[config.mk]
export PLATFORM = sky130hd
export DESIGN_NAME = mux_txn_sequencer
export DESIGN_NICKNAME = d
export VERILOG_FILES = /design/src/rtl/mux_txn_sequencer.sv
export SDC_FILE = /design/constraint.sdc
export NUM_CORES = 1
export LEC_CHECK = 0
export CAP_MARGIN = 20
export CORE_MARGIN = 2
export CORE_UTILIZATION = 50
export CTS_BUF_LIST = sky130_fd_sc_hd__clkbuf_2 sky130_fd_sc_hd__clkbuf_4 sky130_fd_sc_hd__clkbuf_8
export CTS_CLUSTER_SIZE = 30
export DETAILED_ROUTE_END_ITERATION = 8
export PLACE_DENSITY = 0.81
export SLEW_MARGIN = 0
export SYNTH_ARGS = -nofsm -noshare
export SYNTH_HDL_FRONTEND = slang
export SYNTH_SLANG_ARGS = --single-unit
[constraint.sdc]
create_clock -name i_clk -period 2.7 [get_ports i_clk]
set_input_delay 0.54 -clock i_clk [delete_from_list [all_inputs] [get_ports i_clk]]
set_output_delay 0.54 -clock i_clk [all_outputs]
set_load 0.02 [all_outputs]
[src/rtl/mux_txn_sequencer.sv]
// Flow-controlled wrapper around an external combinational 2:1 mux: operand FIFO in,
// registered result stage out, one transaction per cycle.
module mux_txn_sequencer #(
  parameter  int DATA_WITH  = 12,
  parameter  int FIFO_DEPTH = 4,
  localparam int CW         = $clog2(FIFO_DEPTH + 1)
) (
  input  logic                 i_clk,
  input  logic                 i_rst,
  input  logic                 i_valid,
  output logic                 o_ready,
  input  logic [DATA_WITH-1:0] i_a,
  input  logic [DATA_WITH-1:0] i_b,
  input  logic                 i_sel,
  output logic [DATA_WITH-1:0] o_mux_a,
  output logic [DATA_WITH-1:0] o_mux_b,
  output logic                 o_mux_sel,
  input  logic [DATA_WITH-1:0] i_mux_y,
  output logic                 o_valid,
  input  logic                 i_ready,
  output logic [DATA_WITH-1:0] o_y,
  output logic [CW-1:0]        o_count
);

  localparam int            PW   = $clog2(FIFO_DEPTH);
  localparam logic [CW-1:0] FULL = CW'(FIFO_DEPTH);

  typedef struct packed {
    logic [DATA_WITH-1:0] a;
    logic [DATA_WITH-1:0] b;
    logic                 sel;
  } txn_t;

  txn_t                 mem [FIFO_DEPTH];
  txn_t                 head;
  logic [PW-1:0]        wr_ptr, rd_ptr;
  logic [CW-1:0]        count;
  logic                 out_vld;
  logic [DATA_WITH-1:0] out_y;
  logic                 push, pop, empty;

  assign empty   = (count == '0);
  // ready looks only at occupancy, so a same-cycle pop never opens a slot
  assign o_ready = !i_rst && (count != FULL);
  assign push    = i_valid && o_ready;
  assign pop     = !empty && (!out_vld || i_ready);

  always_comb begin
    head = '0;
    if (!empty) head = mem[rd_ptr];
  end

  assign o_mux_a   = head.a;
  assign o_mux_b   = head.b;
  assign o_mux_sel = head.sel;

  always_ff @(posedge i_clk) begin
    if (push) mem[wr_ptr] <= '{a: i_a, b: i_b, sel: i_sel};
  end

  always_ff @(posedge i_clk) begin
    if (i_rst) begin
      wr_ptr  <= '0;
      rd_ptr  <= '0;
      count   <= '0;
      out_vld <= 1'b0;
      out_y   <= '0;
    end else begin
      if (push) wr_ptr <= wr_ptr + PW'(1);
      if (pop)  rd_ptr <= rd_ptr + PW'(1);
      unique case ({push, pop})
        2'b10:   count <= count + CW'(1);
        2'b01:   count <= count - CW'(1);
        default: count <= count;
      endcase
      // capture the mux result for the head as it leaves; otherwise hold or retire
      if (pop) begin
        out_y   <= i_mux_y;
        out_vld <= 1'b1;
      end else if (out_vld && i_ready) begin
        out_vld <= 1'b0;
      end
    end
  end

  assign o_valid = out_vld;
  assign o_y     = out_y;
  assign o_count = count;

endmodule
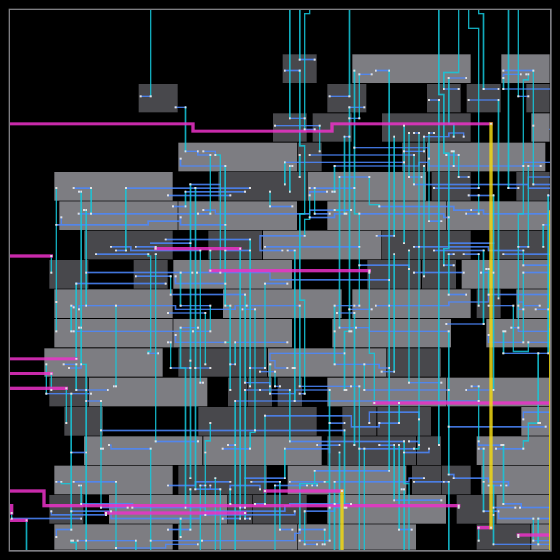
*A small window of the routed layout*
Region (1, 52) to (51, 102) um. Cells in grey, sequential cells in the stronger grey; small squares are vias.
legend:
  magenta:
    layer: metal 3
  blue:
    layer: metal 1
  cyan:
    layer: metal 2
  yellow:
    layer: metal 4
cells with their middle in the window: 78
most frequent: edfxtp_1 (35), clkdlybuf4s50_1 (10), mux4_2 (8)
netlist names of flops here include: mem (35)
sequential cells in the window: 35

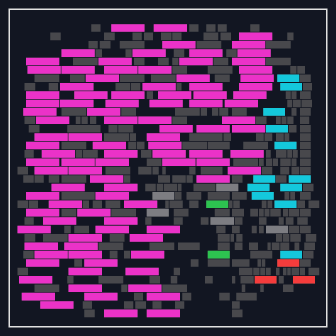
*Where the registers sit*
Other sequential cells in the stronger grey, the rest of the logic in the fainter grey.
legend:
  red:
    name_in_the_netlist: o_count
    placed_flops: 3
  magenta:
    name_in_the_netlist: mem
    placed_flops: 100
    where: spread over the die
  green:
    name_in_the_netlist: rd_ptr
    placed_flops: 2
  cyan:
    name_in_the_netlist: o_y
    placed_flops: 12
    where: right middle

==> Changelog: implementation <==
### Implementation results

- Status: completed
- Unique cell types: 28
- Maxcap violations: 0
- CTS root buffer: clkbuf_8
- Setup-failing EPs final: 0
- Share of the synthesized area in the top cell type: 0.621
- Delay-heaviest family, CP: buffers and inverters
- # nets final: slightly above 400
- Pint: around 4300 uW
- Worst hold start: o_y[3]$_SDFFE_PP0P_
- CP Class: reg -> out
- R2R setup slack: around 0.47 ns
- FMAX: 0.395 GHz
- Largest net degree at the start of global routing: ~40
- Post-Synthesis Cells: around 270
- Place WS: roughly 0.15 ns
- Mapped Nets: between 300 and 400
- Synth mux share: 0.128
- Die Wd: around 100 um
- Main logic family after synthesis: multiplexers
- Final ANT Viol Nets: 0
- Crit-path max cell delay: ~0.52 ns
- Placed cell area: a little under 6000 um2
- Synth warn: 0
- Vias: between 2000 and 3000
- DR iter-0 viols: roughly 120
- Number of global-route vias before repair: 2690
- Clock transition at path regs: around 0.070 ns
- Design area: ~6300 um2
- Seq share, synth: 0.712
- Worst vdd ir: 0.000567 V
- Tool Warnings: 29
- Row count: 35
- CTS Buf Count: 17
- Final setup margin: around 0.17 ns
- Seq pwr: 2350 uW
- CTS tree: built
- Bufs and invs on worst path: 2
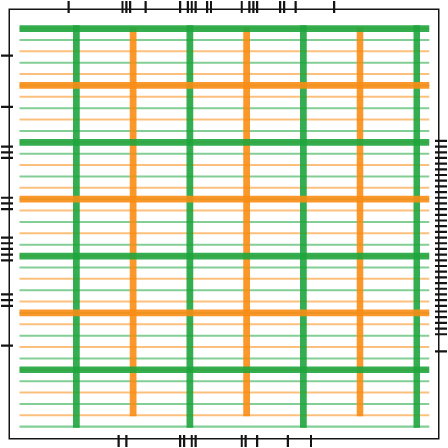
*Power grid*
Pins as bars on the die edge.
legend:
  orange:
    net: VDD
  green:
    net: VSS
rows: 35
signal pins: 83

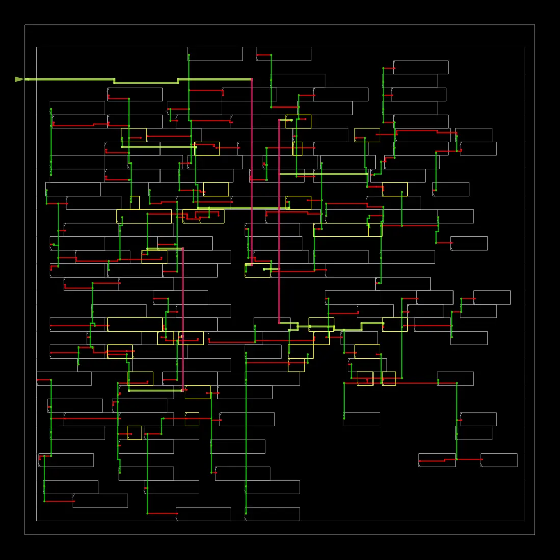
*Clock wiring as the flow saved it*
clock buffers: 19
clock group power: 1680 uW
clk_lat worst skew: 0.42 ns
CTS Sinks: 122
skew final: 0.0132 ns

==> worst register-to-register path: stages (launching register included) <==
cell     delay (ns)
dfxtp_1        0.48
nor3_4         0.09
buf_12         0.18
nor2_1         0.18
ha_1           0.22
inv_1          0.06
fa_1           0.37
xor2_1         0.16
or3_1          0.30
a21oi_1        0.13
==> layout by cell type (no fill, tap or decap), drive strengths merged <==
| cell | n |
|---|---|
| inv | 10 |
| bufinv | 3 |
| nand3b | 12 |
| buf | 14 |
| or3 | 1 |
| mux2i | 1 |
| dlygate4sd2 | 25 |
| and2 | 4 |
| clkbuf | 19 |
| mux2 | 4 |
| nand2b | 2 |
| clkinvlp | 3 |
| mux4 | 25 |
| dfxtp | 22 |
| clkinv | 3 |
| nor2b | 28 |
| fa | 1 |
| nor2 | 8 |
| edfxtp | 100 |
| nor3b | 3 |
| xor2 | 2 |
| nor3 | 1 |
| ha | 5 |
| o21ai | 13 |
| a21oi | 15 |
| clkdlybuf4s50 | 57 |
==> area by class of cell <==
type / count / area [um2]
clock buffers: 19 / 255
inverters: 6 / 22.5
flip-flops and latches: 122 / 3440
multi-input cells: 125 / 1270
fillers: 662 / 3040
repair buffers: 96 / 970
clock inverters: 13 / 166
well taps: 129 / 161
==> state kept, by name (all words and copies together) (netlist names), named ones only <==
signal / count
o_count: 3
mem: 100
wr_ptr: 2
o_valid: 1
rd_ptr: 2
o_y: 12
==> worst max-delay path by stage <==
stage	from	to	cells after the start
floorplan	o_count[2]$_SDFFE_PP0P_	o_count[2]$_SDFFE_PP0P_	9
global placement	i_ready	o_count[2]$_SDFFE_PP0P_	9
detailed placement	i_ready	o_count[2]$_SDFFE_PP0P_	9
CTS	flip-flop	o_mux_b[7]	4
global route	flip-flop	o_mux_b[7]	4
finish	flip-flop	o_mux_b[7]	4
Power is estimated from default activity; no workload was simulated.
